`src/rtl/vga_timing_pkg.sv`:
```
// Shared VGA timing definitions: mode constant sets, sync polarity encoding,
// the axis-total helper and the colour-bar table used by the test pattern.
package vga_timing_pkg;

  typedef struct packed {
    logic [31:0] pixel_clk_khz;
    logic [15:0] h_vis, h_fp, h_sp, h_bp;
    logic [15:0] v_vis, v_fp, v_sp, v_bp;
    logic        hsync_pol;
    logic        vsync_pol;
  } vga_mode_t;

  // Polarity parameter encoding: the value is also the idle level of the pin.
  localparam logic SYNC_POS = 1'b0;
  localparam logic SYNC_NEG = 1'b1;

  localparam vga_mode_t SVGA_800x600_60 = '{
    pixel_clk_khz: 32'd40000,
    h_vis: 16'd800, h_fp: 16'd40, h_sp: 16'd128, h_bp: 16'd88,
    v_vis: 16'd600, v_fp: 16'd1,  v_sp: 16'd4,   v_bp: 16'd23,
    hsync_pol: SYNC_POS, vsync_pol: SYNC_POS
  };

  localparam vga_mode_t VESA_800x600_72 = '{
    pixel_clk_khz: 32'd50000,
    h_vis: 16'd800, h_fp: 16'd56, h_sp: 16'd120, h_bp: 16'd64,
    v_vis: 16'd600, v_fp: 16'd37, v_sp: 16'd6,   v_bp: 16'd23,
    hsync_pol: SYNC_POS, vsync_pol: SYNC_POS
  };

  function automatic int unsigned axis_total(input int unsigned vis,
                                             input int unsigned fp,
                                             input int unsigned sp,
                                             input int unsigned bp);
    return vis + fp + sp + bp;
  endfunction

  // 12-bit {R,G,B} per bar, index 0 is the leftmost bar.
  localparam logic [7:0][11:0] BAR_RGB = {
    12'h000, 12'h00F, 12'hF00, 12'hF0F,
    12'h0F0, 12'h0FF, 12'hFF0, 12'hFFF
  };

endpackage

```
`src/rtl/vga_delay_line.sv`:
```
// Fixed-depth register delay with asynchronous active-low reset to a given
// value; DEPTH=0 degenerates to a wire.
module vga_delay_line #(
  parameter int unsigned           WIDTH       = 1,
  parameter int unsigned           DEPTH       = 0,
  parameter logic [WIDTH-1:0]      RESET_VALUE = '0
) (
  input  logic             clk,
  input  logic             rst_n,
  input  logic [WIDTH-1:0] din,
  output logic [WIDTH-1:0] dout
);

  if (DEPTH == 0) begin : g_pass
    logic unused_pass;
    assign unused_pass = ^{clk, rst_n};
    assign dout = din;
  end else begin : g_pipe
    logic [WIDTH-1:0] stages [DEPTH];

    always_ff @(posedge clk or negedge rst_n) begin
      if (!rst_n) begin
        for (int i = 0; i < int'(DEPTH); i++) begin
          stages[i] <= RESET_VALUE;
        end
      end else begin
        stages[0] <= din;
        for (int i = 1; i < int'(DEPTH); i++) begin
          stages[i] <= stages[i-1];
        end
      end
    end

    assign dout = stages[DEPTH-1];
  end

endmodule

```
`src/rtl/vga_timing_gen.sv`:
```
// Parametrised VGA raster timing generator with aligned output delay line.
// Define VGA_TIMING_TEST_PATTERN_EN to add VGA_R/G/B colour-bar outputs.
module vga_timing_gen
  import vga_timing_pkg::*;
#(
  parameter int unsigned H_VISIBLE_AREA = int'(SVGA_800x600_60.h_vis),
  parameter int unsigned H_FRONT_PORCH  = int'(SVGA_800x600_60.h_fp),
  parameter int unsigned H_SYNC_PULSE   = int'(SVGA_800x600_60.h_sp),
  parameter int unsigned H_BACK_PORCH   = int'(SVGA_800x600_60.h_bp),
  parameter int unsigned V_VISIBLE_AREA = int'(SVGA_800x600_60.v_vis),
  parameter int unsigned V_FRONT_PORCH  = int'(SVGA_800x600_60.v_fp),
  parameter int unsigned V_SYNC_PULSE   = int'(SVGA_800x600_60.v_sp),
  parameter int unsigned V_BACK_PORCH   = int'(SVGA_800x600_60.v_bp),
  parameter logic        HSYNC_POLARITY = SYNC_POS,
  parameter logic        VSYNC_POLARITY = SYNC_POS,
  parameter int unsigned PIPE_DELAY     = 0,
  parameter int unsigned CW             = 11,
  parameter int unsigned FCW            = 8
) (
  input  logic           VGA_CLK,
  input  logic           VGA_RST_N,
  input  logic           EN,
  output logic [CW-1:0]  PIX_X,
  output logic [CW-1:0]  PIX_Y,
  output logic           DE,
  output logic           VGA_HS,
  output logic           VGA_VS,
  output logic           LINE_START,
  output logic           FRAME_START,
  output logic [FCW-1:0] FRAME_COUNT
`ifdef VGA_TIMING_TEST_PATTERN_EN
  ,
  output logic [3:0]     VGA_R,
  output logic [3:0]     VGA_G,
  output logic [3:0]     VGA_B
`endif
);

  localparam int unsigned H_TOTAL = axis_total(H_VISIBLE_AREA, H_FRONT_PORCH,
                                               H_SYNC_PULSE, H_BACK_PORCH);
  localparam int unsigned V_TOTAL = axis_total(V_VISIBLE_AREA, V_FRONT_PORCH,
                                               V_SYNC_PULSE, V_BACK_PORCH);
  localparam int unsigned MAX_TOTAL = (H_TOTAL > V_TOTAL) ? H_TOTAL : V_TOTAL;

  if (H_VISIBLE_AREA == 0 || H_FRONT_PORCH == 0 || H_SYNC_PULSE == 0 ||
      H_BACK_PORCH == 0 || V_VISIBLE_AREA == 0 || V_FRONT_PORCH == 0 ||
      V_SYNC_PULSE == 0 || V_BACK_PORCH == 0 || CW == 0 || FCW == 0)
  begin : g_chk_min
    $error("vga_timing_gen: every timing and width parameter must be >= 1");
  end
  if (PIPE_DELAY > 15) begin : g_chk_delay
    $error("vga_timing_gen: PIPE_DELAY must be in 0..15");
  end
  if ((64'd1 << CW) <= 64'(MAX_TOTAL)) begin : g_chk_width
    $error("vga_timing_gen: CW too small for H_TOTAL/V_TOTAL");
  end

  localparam logic [CW-1:0] H_LAST   = CW'(H_TOTAL - 1);
  localparam logic [CW-1:0] V_LAST   = CW'(V_TOTAL - 1);
  localparam logic [CW-1:0] H_VIS_END = CW'(H_VISIBLE_AREA);
  localparam logic [CW-1:0] V_VIS_END = CW'(V_VISIBLE_AREA);
  localparam logic [CW-1:0] HS_START = CW'(H_VISIBLE_AREA + H_FRONT_PORCH);
  localparam logic [CW-1:0] HS_STOP  = CW'(H_VISIBLE_AREA + H_FRONT_PORCH + H_SYNC_PULSE);
  localparam logic [CW-1:0] VS_START = CW'(V_VISIBLE_AREA + V_FRONT_PORCH);
  localparam logic [CW-1:0] VS_STOP  = CW'(V_VISIBLE_AREA + V_FRONT_PORCH + V_SYNC_PULSE);

  typedef struct packed {
    logic [CW-1:0]  pix_x;
    logic [CW-1:0]  pix_y;
    logic           de;
    logic           hs;
    logic           vs;
    logic           line_start;
    logic           frame_start;
    logic [FCW-1:0] frame_count;
`ifdef VGA_TIMING_TEST_PATTERN_EN
    logic [11:0]    rgb;
`endif
  } out_t;

  function automatic out_t idle_bundle();
    out_t b;
    b    = '0;
    b.hs = HSYNC_POLARITY;
    b.vs = VSYNC_POLARITY;
    return b;
  endfunction

  localparam out_t IDLE = idle_bundle();

  logic [CW-1:0]  h_cnt;
  logic [CW-1:0]  v_cnt;
  logic [FCW-1:0] frame_cnt;
  out_t           pre;
  out_t           stage0;
  out_t           delayed;

  // The frame counter advances on the wrap, so the bundle evaluated at the
  // new (0,0) already carries the incremented count next to FRAME_START.
  always_ff @(posedge VGA_CLK or negedge VGA_RST_N) begin
    if (!VGA_RST_N) begin
      h_cnt     <= '0;
      v_cnt     <= '0;
      frame_cnt <= '0;
    end else if (EN) begin
      if (h_cnt == H_LAST) begin
        h_cnt <= '0;
        if (v_cnt == V_LAST) begin
          v_cnt     <= '0;
          frame_cnt <= frame_cnt + FCW'(1);
        end else begin
          v_cnt <= v_cnt + CW'(1);
        end
      end else begin
        h_cnt <= h_cnt + CW'(1);
      end
    end
  end

`ifdef VGA_TIMING_TEST_PATTERN_EN
  localparam int unsigned BAR_W = (H_VISIBLE_AREA / 8 == 0) ? 1 : H_VISIBLE_AREA / 8;

  // Bars 0..6 are BAR_W wide; bar 7 takes whatever is left of the line.
  logic [2:0] bar_idx;
  always_comb begin
    bar_idx = '0;
    for (int i = 1; i < 8; i++) begin
      if (32'(h_cnt) >= 32'(i) * BAR_W) begin
        bar_idx = 3'(i);
      end
    end
  end
`endif

  // While stopped the pixel coordinates keep their last value; everything
  // else presents the idle raster.
  always_comb begin
    pre             = stage0;
    pre.de          = 1'b0;
    pre.hs          = HSYNC_POLARITY;
    pre.vs          = VSYNC_POLARITY;
    pre.line_start  = 1'b0;
    pre.frame_start = 1'b0;
    pre.frame_count = frame_cnt;
`ifdef VGA_TIMING_TEST_PATTERN_EN
    pre.rgb         = '0;
`endif
    if (EN) begin
      pre.de          = (h_cnt < H_VIS_END) && (v_cnt < V_VIS_END);
      pre.pix_x       = pre.de ? h_cnt : '0;
      pre.pix_y       = pre.de ? v_cnt : '0;
      pre.hs          = (h_cnt >= HS_START && h_cnt < HS_STOP) ? ~HSYNC_POLARITY
                                                               : HSYNC_POLARITY;
      pre.vs          = (v_cnt >= VS_START && v_cnt < VS_STOP) ? ~VSYNC_POLARITY
                                                               : VSYNC_POLARITY;
      pre.line_start  = (h_cnt == '0);
      pre.frame_start = (h_cnt == '0) && (v_cnt == '0);
`ifdef VGA_TIMING_TEST_PATTERN_EN
      pre.rgb         = pre.de ? BAR_RGB[bar_idx] : 12'h000;
`endif
    end
  end

  always_ff @(posedge VGA_CLK or negedge VGA_RST_N) begin
    if (!VGA_RST_N) begin
      stage0 <= IDLE;
    end else begin
      stage0 <= pre;
    end
  end

  vga_delay_line #(
    .WIDTH       ($bits(out_t)),
    .DEPTH       (PIPE_DELAY),
    .RESET_VALUE (IDLE)
  ) u_delay (
    .clk   (VGA_CLK),
    .rst_n (VGA_RST_N),
    .din   (stage0),
    .dout  (delayed)
  );

  assign PIX_X       = delayed.pix_x;
  assign PIX_Y       = delayed.pix_y;
  assign DE          = delayed.de;
  assign VGA_HS      = delayed.hs;
  assign VGA_VS      = delayed.vs;
  assign LINE_START  = delayed.line_start;
  assign FRAME_START = delayed.frame_start;
  assign FRAME_COUNT = delayed.frame_count;
`ifdef VGA_TIMING_TEST_PATTERN_EN
  assign VGA_R       = delayed.rgb[11:8];
  assign VGA_G       = delayed.rgb[7:4];
  assign VGA_B       = delayed.rgb[3:0];
`endif

endmodule

```
`config.mk`:
```
export PLATFORM = sky130hd
export DESIGN_NAME = vga_timing_gen
export DESIGN_NICKNAME = d
export VERILOG_FILES = /design/src/rtl/vga_timing_pkg.sv /design/src/rtl/vga_delay_line.sv /design/src/rtl/vga_timing_gen.sv
export SDC_FILE = /design/constraint.sdc
export NUM_CORES = 1
export LEC_CHECK = 0
export CORE_AREA = 2 2 82 84
export DETAILED_ROUTE_END_ITERATION = 6
export DIE_AREA = 0 0 84 86
export MAX_ROUTING_LAYER = met4
export PLACE_DENSITY = 0.82
export SYNTH_ARGS = -nofsm -noshare
export SYNTH_HDL_FRONTEND = slang
export SYNTH_HIERARCHICAL = 1
export SYNTH_SLANG_ARGS = --single-unit
```
`constraint.sdc`:
```
create_clock -name VGA_CLK -period 1.6 [get_ports VGA_CLK]
set_input_delay 0.32 -clock VGA_CLK [delete_from_list [all_inputs] [get_ports VGA_CLK]]
set_output_delay 0.32 -clock VGA_CLK [all_outputs]
set_load 0.01 [all_outputs]
```
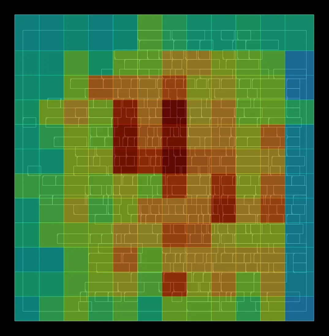
Run 1: routing congestion map
GR peak layer: met2
GR Util met3: 4.72%
Final Util: 62.8%
post-DR wirelength/cell: 16.9 um
GRT Resource Usage Total: 19.1%

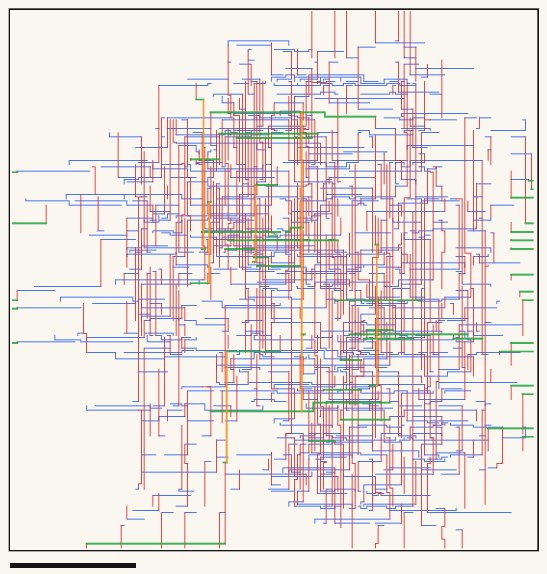
Run 1: routed metal, one colour a layer
The bar under the picture is 20 um long.
Key: red = met2 [wire length 3350 um]; orange = met4 [wire length 137 um]; blue = met1 [wire length 3000 um]; green = met3 [wire length 302 um]
routed via count: 2209
final WL: 6790 um

==> job_summary.md, run 1 <==
### Yosys + OpenROAD results

| Metric | Value |
|---|---|
| Initial DRC Count | 165 |
| Synth cell count leaders | dfrtp_1 (65), buf_4 (37), a22o_1 (20), nand2_1 (15), xor2_1 (12) |
| # Cells Yosys | 269 |
| Cell type with the highest aggregate area in the netlist | dfrtp_1 |
| P&R area growth vs syn | 29.3% |
| DRC | 0 |
| H-tree depth | 3 |
| XOR/XNOR share of the synthesized area | 5.74% |
| Die width | 84 um |
| Clock period minus final worst setup slack | 1.69 ns |
| Max incr delay on CP | 0.42 ns |
| Crit path launch type | register |
| Worst Slack Setup Final | -0.0911 ns |
| Critical Path RT | 1.82 ns |
| Area leader share | 53.3% |
| Detailed placement HPWL | 4400 um |
| Layout cells sized above 1 | 30.5% |
| Synth Seq Share | 53.3% |
| Post-synth EDFFs | 0 |
| Worst reg2reg path depth | 6 |
| Total CTS buffers | 9 |
| Clk sink count | 65 |
| Met2 Wirelength | 3350 um |
| Initial antenna violation count | 0 |
| Total Power | 3.81 mW |
| P_comb | 0.733 mW |
| Largest Register | stage0 |
| I/O Pins | 38 |
| Status | finished with violations |
| Signal buffers | 86 |
| Unrepaired setup endpoints after global routing | true |
| HP Class | primary input to asynchronous set/reset pin |
| Power Sequential | 1.83 mW |
| Diode count | 0 |
| Final ANT Viol Nets | 0 |
| WL met1 | 3000 um |
| Flop count | 65 |
| Die area | 7220 um2 |
| Slew HR | 70.5% |
| Crit path capture | v_cnt[7] |
| CP cell instances | nor4_4 -> buf_4 -> and4_1 -> buf_6 -> nand3_4 -> mux2_4 |
| Die Height | 86 um |
| Failing checks | negative setup slack |
| Regs by FF count | stage0 (35), h_cnt (11), v_cnt (11) |
| Switching share of total power | 26.8% |
| Synth cell types | 41 |
| Arrival time at the worst endpoint | 1.91 ns |
| Crit. End Element | register |
| Ys flop type | dfrtp_1 |
| Least-Margin Pin Slew | 0.441 ns |
| Synth Warn # | 6 |
| Vias in the first global route | 2193 |
| Cell count after synthesis | 269 |
| OpenROAD warnings | 32 |
| Power share of the sequential group | 48.2% |
| Met3 WL | 302 um |
| Cell area after layout | 3940 um2 |
| Gp weighted congestion | 0.905 |
| Reg2reg start | h_cnt[9] |
| Max-cap violations | 0 |
| Final Setup Violations | 14 |
| Fmax | 0.591 GHz |
| Pleak | 1.89 nW |
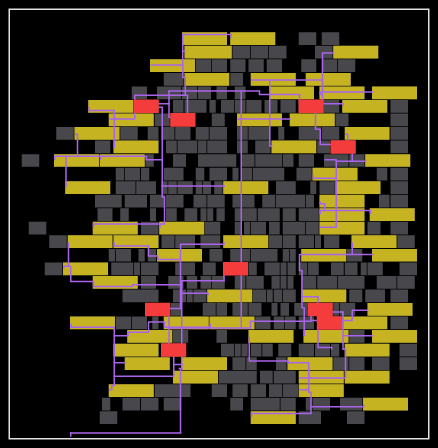
Run 1: clock network drawn from the DEF
Key: red = cells driving clock nets [count 9]; yellow = flip-flops [count 65]; purple = clock wires [length 793 um]
Position of the flops: widely spread.
Clk pwr share: 32.6%
worst-skew pair later-pin latency: 0.34 ns
P_clk: 1.24 mW
Post-Route Skew: 0.00703 ns

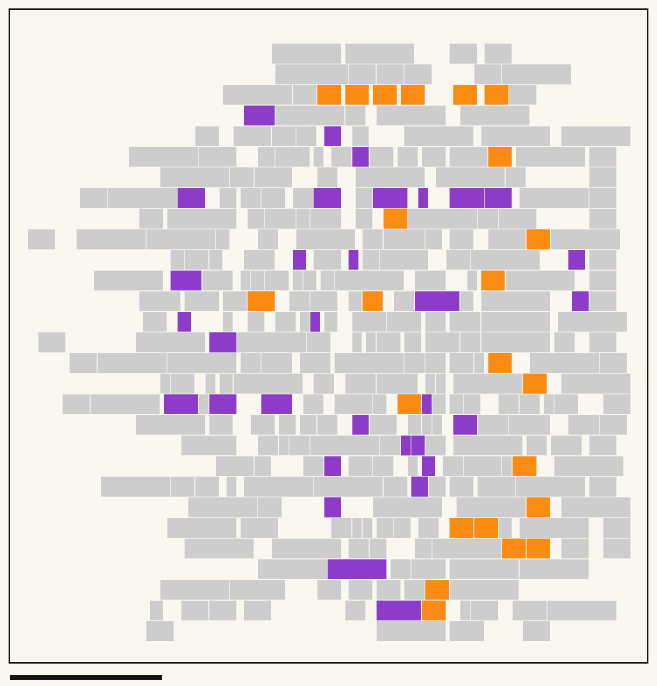
Run 1: gate families picked out
The bar under the picture is 20 um long.
Key: orange = AND-OR and OR-AND gates [cells 23, most used a22o_1]; purple = NOR gates [cells 32]
Post-Layout Cell Count: 402
most frequent logic cell in the layout: dfrtp_1
logic share of the area: 30.8%

Run 1, cell area per tile:
8 x 9 tiles, from dark blue (low) to red (high), 0 to 100% covered.
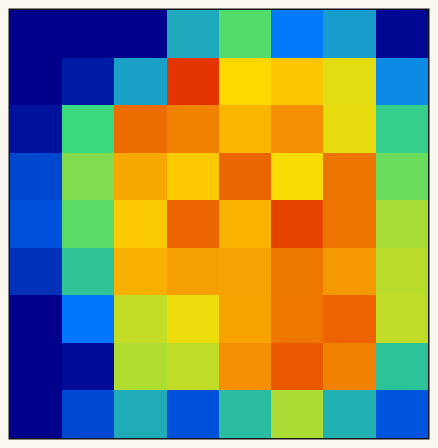

==> inputs of run 2 (changes only) <==
PLACE_DENSITY = 0.79   (was 0.82)
clock period = 1.85 ns   (was 1.6 ns; I/O delays follow)
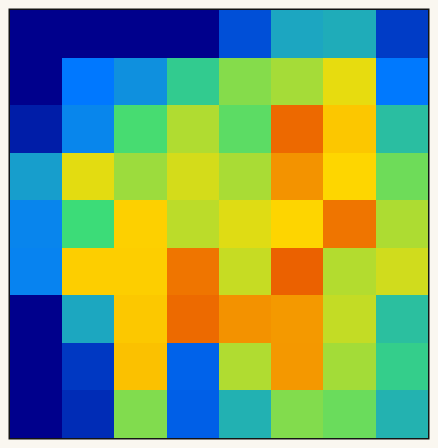
Run 2: cell area per tile
8 x 9 tiles, from dark blue (low) to red (high), 0 to 100% covered.
11% of the tiles are nearly empty. 24% of the tiles are over 75% full. The mean over all tiles is 49%. The fullest tile reaches 89%.
Initial Utilization: 48.6%
Final Util: 58.4%
Placeable Area: 6280 um2

==> run 2 against run 1 <==
Compared with the run above:
- the flow now finishes without violations
- synthesized cell count stayed put
- via count is 7.6% lower
- count of clock-buffer cells in the layout is 3 lower
- worst hold slack worse by 0.32 ns
- clock power is 6% higher
- maximum frequency is 4.6% lower
- critical path type unchanged
==> job_summary.md, run 2 <==
### Yosys + OpenROAD results

| Metric | Value |
|---|---|
| GR Util met3 | 2.89% |
| Worst Slack Setup Final | 0.0772 ns |
| Post-Layout Cell Count | 383 |
| Detailed placement HPWL | 4150 um |
| Met3 WL | 220 um |
| Signal buffers | 67 |
| Clock period minus final worst setup slack | 1.77 ns |
| WL met1 | 2900 um |
| DRC | 0 |
| Clk sink count | 65 |
| Buffers plus inverters on the worst setup path | 2 |
| P_comb | 0.468 mW |
| Max incr delay on CP | 0.43 ns |
| Cell type with the highest aggregate area in the netlist | dfrtp_1 |
| Cell area after layout | 3670 um2 |
| H-tree depth | 3 |
| Post-synth EDFFs | 0 |
| GR peak layer | met2 |
| Registers, synthesis | 65 |
| Post-Route Skew | 0.00976 ns |
| Synth Seq Share | 53.3% |
| Max-cap violations | 0 |
| Crit path capture | v_cnt[2] |
| Met2 Wirelength | 2690 um |
| GRT Resource Usage Total | 18.1% |
| Power Sequential | 1.62 mW |
| Post-DP Area | 3430 um2 |
| Slew HR | 71.3% |
| Clk pwr share | 38.8% |
| Routed via count | 2042 |
| Largest Register | stage0 |
| Unrepaired setup endpoints after global routing | true |
| # Cells Yosys | 269 |
| Reg2reg start | h_cnt[0] |
| Layout cells sized above 1 | 18.6% |
| Slew Viols, Final | 0 |
| Die Height | 86 um |
| Setup tns final | 0 ns |
| Final Setup Violations | 0 |
| Regs by FF count | stage0 (35), h_cnt (11), v_cnt (11) |
| Flop count | 65 |
| Total Power | 3.41 mW |
| Gp weighted congestion | 0.845 |
| Cell count after synthesis | 269 |
| Worst reg2reg path depth | 7 |
| P_clk | 1.32 mW |
| Initial antenna violation count | 0 |
| XOR/XNOR share of the synthesized area | 5.74% |
| Die width | 84 um |
| Critical Path RT | 2.06 ns |
| Pleak | 1.73 nW |
| Fmax | 0.564 GHz |
| CP cell instances | ha_1 -> and3_2 -> and4_1 -> buf_4 -> buf_4 -> a31oi_1 -> a31oi_1 |
| Final WL | 5890 um |
| Worst-skew pair later-pin latency | 0.34 ns |
| Crit path launch type | register |
| Diode count | 0 |
| HP Class | primary input to asynchronous set/reset pin |
| Synth Warn # | 6 |
| Logic share of the area | 29.4% |
| Total CTS buffers | 9 |
| P&R area growth vs syn | 20.3% |
| OpenROAD warnings | 30 |
| Least-Margin Pin Slew | 0.430 ns |
| Vias in the first global route | 2034 |
| Synth cell types | 41 |
| Ys flop type | dfrtp_1 |
| Synth cell count leaders | dfrtp_1 (65), buf_4 (37), a22o_1 (20), nand2_1 (15), xor2_1 (12) |
| Switching share of total power | 25.6% |
| Die area | 7220 um2 |
| Status | complete, no violations |
| Arrival time at the worst endpoint | 1.98 ns |
| Area leader share | 53.3% |
| Initial DRC Count | 75 |
| Crit. End Element | register |
| I/O Pins | 38 |
| Power share of the sequential group | 47.5% |
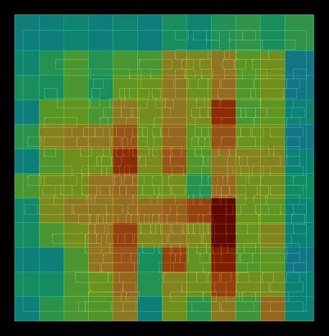
Run 2: routing congestion map
met1 usage: 24.8%
post-DR wirelength/cell: 15.4 um
met2 Use GR: 27.1%

Power figures rest on the tool's default switching activity, not on a simulated workload.
